File: src/rtl/fib_requester.sv
// Valid/ready front end for one fib core: issues a single-cycle go, waits for
// done (or a timeout) and holds the captured result until the consumer takes it.
module fib_requester #(
  parameter int INPUT_WIDTH    = 6,
  parameter int OUTPUT_WIDTH   = 32,
  parameter int TIMEOUT_CYCLES = 1024,
  parameter int CNT_WIDTH      = 16
) (
  input  logic                    clk,
  input  logic                    rst,
  input  logic                    req_valid,
  output logic                    req_ready,
  input  logic [INPUT_WIDTH-1:0]  req_n,
  output logic                    rsp_valid,
  input  logic                    rsp_ready,
  output logic [OUTPUT_WIDTH-1:0] rsp_result,
  output logic                    rsp_overflow,
  output logic                    rsp_timeout,
  output logic                    fib_go,
  output logic [INPUT_WIDTH-1:0]  fib_n,
  input  logic [OUTPUT_WIDTH-1:0] fib_result,
  input  logic                    fib_overflow,
  input  logic                    fib_done,
  output logic                    busy,
  output logic [CNT_WIDTH-1:0]    req_count,
  output logic [CNT_WIDTH-1:0]    to_count
);

  localparam int TW = (TIMEOUT_CYCLES > 1) ? $clog2(TIMEOUT_CYCLES) : 1;
  localparam logic [TW-1:0] TO_LAST = TW'((TIMEOUT_CYCLES == 0) ? 0 : TIMEOUT_CYCLES - 1);

  typedef enum logic [2:0] {S_IDLE, S_ISSUE, S_SETTLE, S_WAIT, S_RESP} state_t;

  state_t        r_state, w_next;
  logic [TW-1:0] r_tcnt;
  logic          w_accept, w_done_hit, w_to_hit;

  always_comb begin
    w_next     = r_state;
    w_accept   = 1'b0;
    w_done_hit = 1'b0;
    w_to_hit   = 1'b0;
    case (r_state)
      S_IDLE: if (req_valid) begin
        w_accept = 1'b1;
        w_next   = S_ISSUE;
      end
      S_ISSUE:  w_next = S_SETTLE;
      // done is ignored here: the core may still be clearing a stale done
      S_SETTLE: w_next = S_WAIT;
      S_WAIT: begin
        if (fib_done) begin
          w_done_hit = 1'b1;
          w_next     = S_RESP;
        end else if (TIMEOUT_CYCLES != 0 && r_tcnt == TO_LAST) begin
          w_to_hit = 1'b1;
          w_next   = S_RESP;
        end
      end
      S_RESP: if (rsp_ready) w_next = S_IDLE;
      default: w_next = S_IDLE;
    endcase
  end

  always_ff @(posedge clk or negedge rst) begin
    if (!rst) begin
      r_state      <= S_IDLE;
      r_tcnt       <= '0;
      fib_go       <= 1'b0;
      fib_n        <= '0;
      rsp_valid    <= 1'b0;
      rsp_result   <= '0;
      rsp_overflow <= 1'b0;
      rsp_timeout  <= 1'b0;
      req_count    <= '0;
      to_count     <= '0;
    end else begin
      r_state   <= w_next;
      fib_go    <= w_accept;
      rsp_valid <= (w_next == S_RESP);
      if (w_accept) begin
        fib_n <= req_n;
        if (req_count != '1) req_count <= req_count + CNT_WIDTH'(1);
      end
      // counter covers SETTLE+WAIT; cleared while in ISSUE so SETTLE sees 0
      if (r_state == S_ISSUE)
        r_tcnt <= '0;
      else if (r_state == S_SETTLE || r_state == S_WAIT)
        r_tcnt <= r_tcnt + TW'(1);
      if (w_done_hit) begin
        rsp_result   <= fib_result;
        rsp_overflow <= fib_overflow;
        rsp_timeout  <= 1'b0;
      end else if (w_to_hit) begin
        rsp_result   <= '0;
        rsp_overflow <= 1'b0;
        rsp_timeout  <= 1'b1;
        if (to_count != '1) to_count <= to_count + CNT_WIDTH'(1);
      end
    end
  end

  assign req_ready = (r_state == S_IDLE);
  assign busy      = (r_state != S_IDLE);

endmodule

File: config.mk
export PLATFORM = sky130hd
export DESIGN_NAME = fib_requester
export DESIGN_NICKNAME = d
export VERILOG_FILES = /design/src/rtl/fib_requester.sv
export SDC_FILE = /design/constraint.sdc
export NUM_CORES = 1
export LEC_CHECK = 0
export CAP_MARGIN = 10
export CORE_ASPECT_RATIO = 1.75
export CORE_MARGIN = 1
export CORE_UTILIZATION = 40
export CTS_BUF_LIST = sky130_fd_sc_hd__clkbuf_16
export CTS_CLUSTER_SIZE = 25
export DETAILED_ROUTE_END_ITERATION = 10
export GPL_TIMING_DRIVEN = 1
export PLACE_DENSITY = 0.73
export SLEW_MARGIN = 20
export SYNTH_ARGS = -nofsm -noshare
export SYNTH_HDL_FRONTEND = slang
export SYNTH_SLANG_ARGS = --single-unit
export TNS_END_PERCENT = 10
File: constraint.sdc
create_clock -name clk -period 2.1 [get_ports clk]
set_input_delay 0.525 -clock clk [delete_from_list [all_inputs] [get_ports clk]]
set_output_delay 0.525 -clock clk [all_outputs]
set_load 0.02 [all_outputs]
Fig. 1: run 1, the metal 3 layer
Drawn at 4 px/µm.
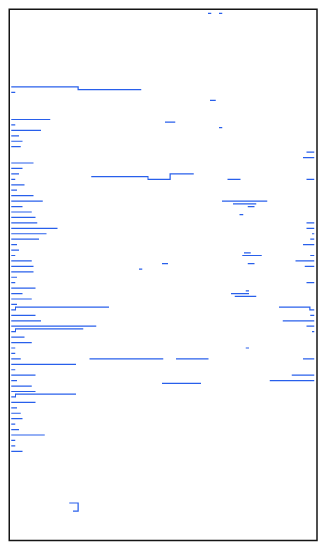
wire length on this layer = 501 µm
main direction = horizontal

Fig. 2: run 1, drive-strength map
Drawn at 4 px/µm.
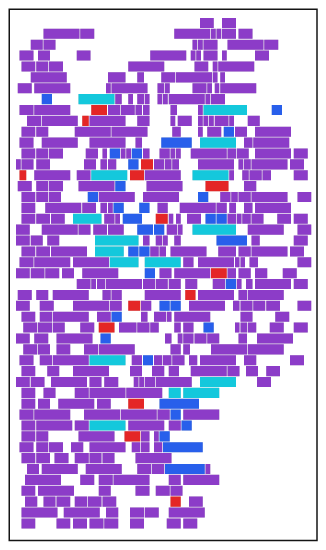
cyan -> x6 and larger  # cells 16, share 3.4%
blue -> x3 and x4  # cells 34, share 7.2%
purple -> x1 and smaller  # cells 406, share 86%
red -> x2  # cells 14, share 3.0%

==> impl_metrics.ini, run 1 <==
; generated from flow reports
[power_and_ir_drop]
clock_power_share = 0.261
p_clk_mw = 1.81
ir_worst_vdd_uv = 1070
switching_share = 0.331
comb_power_mw = 2.62
p_total_mw = 6.94
p_seq_mw = 2.51
top_power_group = combinational logic
seq_power_share = 0.361

[logic_synthesis]
synthCells = 326
avgSynthCellArea_um2 = 11.9
logic_family = AND-OR/OR-AND gates
synth.area.mux_share = 0.0248
yosys-stat-area_um2 = 3890
synthAdderAreaFrac = 0.00965
synthXorXnorAreaFrac = 0.0608
syn-cell-area_um2 = 3890
largest_area_cell = dfrtp_1
simple_gate_share = 0.156
ys_seq_frac = 0.560
async_flop_share = 1.00
ys_ff = 87
synth-compound-area-share = 0.158
fp_nets = 373
yosysCellCount = 326

[layout]
ff_count = 87
buffers = 146
regArea_um2 = 2180
antenna_cells = 0
mostFrequentLayoutCells = 116 x clkdlybuf4s50_1, 87 x dfrtp_1, 36 x nand2_1, 34 x a22o_1, 25 x buf_4
inv_count = 5
largest_cell_class = registers
n_clock_buffer = 9
largest_registers = rsp_result (32), req_count (16), to_count (16)
fin_util = 0.603
fillers = 747
layout-drive-gt1-share = 0.136
largest-register = rsp_result
multiInputCombCellCount = 216
area_growth_pct = 46.9
largest_reg_flops = 32

[detailed_routing]
via_per_inst = 5.38
wirelength_um = 9390
drt_iter0_markers = 144
route.vias.total = 3185
drc = 0
wl_per_cell_um = 15.9
drtAntennaViolNets = 0

[final_timing]
fmax_mhz = 492
finalHoldViolCount = 0
fin_ws_ns = 0.0658
holdWs_ns = 0.132
worstMarginPinSlew_ns = 0.741
slew_headroom = 0.502
finalMaxSlewViolations = 0
setup_tns_ns = 0
rsz0062_at_grt = no
setup_viol = 0
fin_skew_ns = 0.00480
fin_crit_sh = 0.969

[grt]
track_usage = 0.196
grt_overflow = 0
grt_pass1_vias = 3267
grt_max_degree = 40
grt_first_pass_wirelength_um = 15700

[clock_tree]
cts.path.max_buffers = 2
clock_latency_ns = 0.33
cts_root_buf = clkbuf_16
clk_pin_slew_ns = 0.06
numClockSinks = 87
hold_buffers = 0
cts_tree = done
cts_max_level = 3
postCtsSetupBuffers = 0

[placement]
port_buffers = 119
dpl-instance-area_um2 = 5370
gp_congestion = 0.790
place_ws_ns = -0.348
dp.cells = 576
dpl.hpwl_um = 7040

[worst_setup_path]
critPathArrivalTime_ns = 1.51
r2r-end = to_count[15]$_DFFE_PN0P_
crit_cells = 2
crit_end = busy
cp.required_ns = 1.57
worst_setup_path_end_kind = output pin
critPathLaunch = r_state[0]$_DFF_PN0_
cp_slowest_cell = dfrtp_1
rr_worst_depth = 6
r2r_slack_ns = 0.08
reg2reg_from = r_tcnt[0]$_DFFE_PN0P_
critPathMaxFanout = 6
path_delay_family = flip-flops

[job]
timing.max_cap.violations = 0
tool_warnings = 26

[die]
coreArea_um2 = 9470
io_pins = 120
n_tap_cell = 122
die-height_um = 132
num_rows = 47
die_w_um = 76.5
die_area_um2 = 10100

[status]
status = complete, no violations

[hold_path]
hold_path.class = in2async
Fig. 3: run 1, gate-type map
Drawn at 4 px/µm.
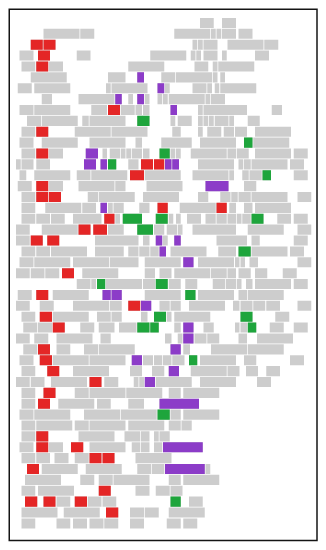
red -> non-inverting ao/oa cells  # cells 42
green -> and/or cells  # cells 21, where centre
purple -> aoi and oai cells  # cells 28
Finished Layout Cells: 592
combinational share of cell area: 0.280
Top cell excl fill/tap: clkdlybuf4s50_1

[run 1: metal layers]
layer | GRT usage | up-vias | wire [µm]
met3 | 0.0421 | 14 | 500
met2 | 0.360 | 117 | 5050
li1 | - | 1482 | -
met5 | 0 | - | 0
met1 | 0.215 | 1572 | 3670
met4 | 0.0791 | 0 | 169
[run 1: logic make-up after synthesis]
family          count (synthesis)
simple gates                  107
flops                          87
compound gates                 70
xor+xnor                       27
buf+inv                        23
mux                             9
fa+ha+maj                       3
[run 1: cell usage after synthesis (5+ instances only)]
library cell and number:
mux2_2 5, nand4_1 14, dfrtp_1 87, a22o_1 34, o21ai_0 8, clkbuf_1 11
and3_1 6, a211oi_1 6, nor2_1 11, xnor2_1 16, nand3_1 13, and4_1 8
xor2_1 11, nand2_1 36
Fig. 4: run 1, congestion heat map
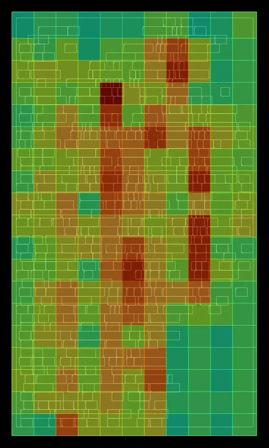

==> run 2, diff against run 1 <==
PLACE_DENSITY = 0.7   (was 0.73)
SKIP_LAST_GASP = 1   (was unset)
clock period = 1.99 ns   (was 2.1 ns; I/O delays follow)
Fig. 5: run 2, congestion heat map
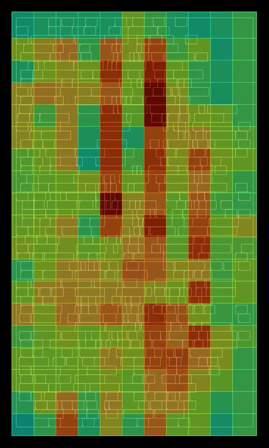
GRT Max-Usage Layer: met2
grt met2 use: 0.357
wire per inst: 15.3 µm

==> impl_metrics.ini, run 2 <==
; generated from flow reports
[status]
status = complete, but fails checks
violations = setup timing

[die]
coreArea_um2 = 9470
die-height_um = 132
num_rows = 47
io_pins = 120
die_area_um2 = 10100
die_w_um = 76.5
n_tap_cell = 122

[clock_tree]
cts_tree = done
hold_buffers = 0
cts_root_buf = clkbuf_16
cts_max_level = 3
clock_latency_ns = 0.34
numClockSinks = 87
clk_pin_slew_ns = 0.06
cts.path.max_buffers = 2

[logic_synthesis]
common_cells = 87 x dfrtp_1, 36 x nand2_1, 34 x a22o_1
ys_ff = 87
yosys-stat-area_um2 = 3890
logic_family = AND-OR/OR-AND gates
synthAdderAreaFrac = 0.00965
fp_nets = 373
synth_warnings = 0
ys_seq_frac = 0.560
yosysCellCount = 326
simple_gate_share = 0.156
synth-compound-area-share = 0.158
largest_area_cell = dfrtp_1
avgSynthCellArea_um2 = 11.9
synthXorXnorAreaFrac = 0.0608
async_flop_share = 1.00
synthCells = 326
syn-cell-area_um2 = 3890
top_cell = dfrtp_1
synth_top_flop_cell = dfrtp_1
synth.area.mux_share = 0.0248

[layout]
inv_count = 5
stdcell_count = 600
antenna_cells = 0
comb_area_share = 0.279
largest_cell_class = registers
area_growth_pct = 48.0
combGateArea_um2 = 1610
layout_top_cell = clkdlybuf4s50_1
multiInputCombCellCount = 216
largest_registers = rsp_result (32), req_count (16), to_count (16)
mostFrequentLayoutCells = 116 x clkdlybuf4s50_1, 87 x dfrtp_1, 36 x nand2_1, 34 x a22o_1, 32 x buf_4
fin_area_um2 = 5760
buffers = 155
ff_count = 87
regArea_um2 = 2180
largest_reg_flops = 32
fillers = 760
largest-register = rsp_result
n_clock_buffer = 9
layout-drive-gt1-share = 0.151
fin_util = 0.608
nets = 521

[power_and_ir_drop]
switching_share = 0.338
top_power_group = combinational logic
clock_power_share = 0.229
comb_power_mw = 2.93
seq_power_share = 0.362
ir_worst_vdd_uv = 806
p_seq_mw = 2.59
p_clk_mw = 1.63

[worst_setup_path]
rr_worst_depth = 5
cp.required_ns = 2.20
r2r_slack_ns = 0
critPathMaxFanout = 4
reg2reg_from = r_state[2]$_DFF_PN0_
worst_setup_path_end_kind = flop
critPathArrivalTime_ns = 2.23
cp_slowest_cell = clkdlybuf4s50_1
r2r-end = to_count[1]$_DFFE_PN0P_
crit_end = req_count[3]$_DFFE_PN0P_
crit_cells = 7
critPathLaunch = req_valid
path_delay_family = buffers and inverters

[final_timing]
fin_skew_ns = 0.00628
holdWs_ns = 0.0892
slew_headroom = 0.730
finalMaxSlewViolations = 0
finalHoldViolCount = 0
period_needed_ns = 2.02
rsz0062_at_grt = yes
fin_ws_ns = -0.0310
worstMarginPinSlew_ns = 0.405
fin_crit_sh = 1.02
fmax_mhz = 495
setup_tns_ns = -0.104
setup_viol = 6

[detailed_routing]
drc = 0
dr.pass1.iters = 4
via_per_inst = 5.25
drt_iter0_markers = 187
route.vias.total = 3149
wirelength_um = 9190
drtAntennaViolNets = 0

[hold_path]
hold_path.class = in2async

[placement]
dp.cells = 582
dpl-instance-area_um2 = 5440
port_buffers = 119
dpl.hpwl_um = 6730
gp_congestion = 0.745

[grt]
grt_overflow = 0
track_usage = 0.193
grt_max_degree = 36
grt_first_pass_wirelength_um = 15400
grt_pass1_vias = 3234

[job]
timing.max_cap.violations = 0
tool_warnings = 28
Fig. 6: run 2, drive-strength map
Drawn at 4 px/µm.
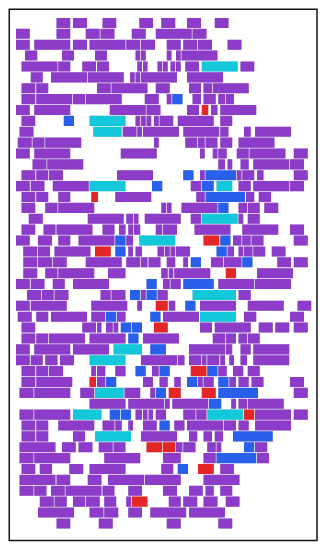
cyan -> x6 and larger  # cells 15, share 3.1%
red -> x2  # cells 16, share 3.3%
blue -> x3 and x4  # cells 41, share 8.6%
purple -> x1 and smaller  # cells 406, share 85%

## run 2: cell counts after synthesis
Identical to the previous run, type by type.
## run 2: repair_timing
item | in CTS | in global routing
setup buffers | 3 | 0
hold endpoints to repair | 0 | 0
setup endpoints to repair | 11 | 61
pin swaps | 0 | 1
gates resized | 5 | 2
## run 2: layer usage
| layer | vias up | share of wire | GRT usage |
|---|---|---|---|
| met1 | 1542 | 0.39 | 0.208 |
| li1 | 1503 | - | - |
| met5 | - | 0 | 0 |
| met3 | 17 | 0.043 | 0.0407 |
| met2 | 87 | 0.55 | 0.357 |
| met4 | 0 | 0.021 | 0.0887 |
## run 2: per-stage QoR
step	worst slack, ns	power, mW
CTS	-0.0573	7.22
finish	-0.0310	7.15
detailed placement	-0.432	5.54
global route	-0.0980	7.55
global placement	-0.404	5.48
floorplan	0.0105	4.06
No activity file was given, so power comes from the tool's default toggle rates.
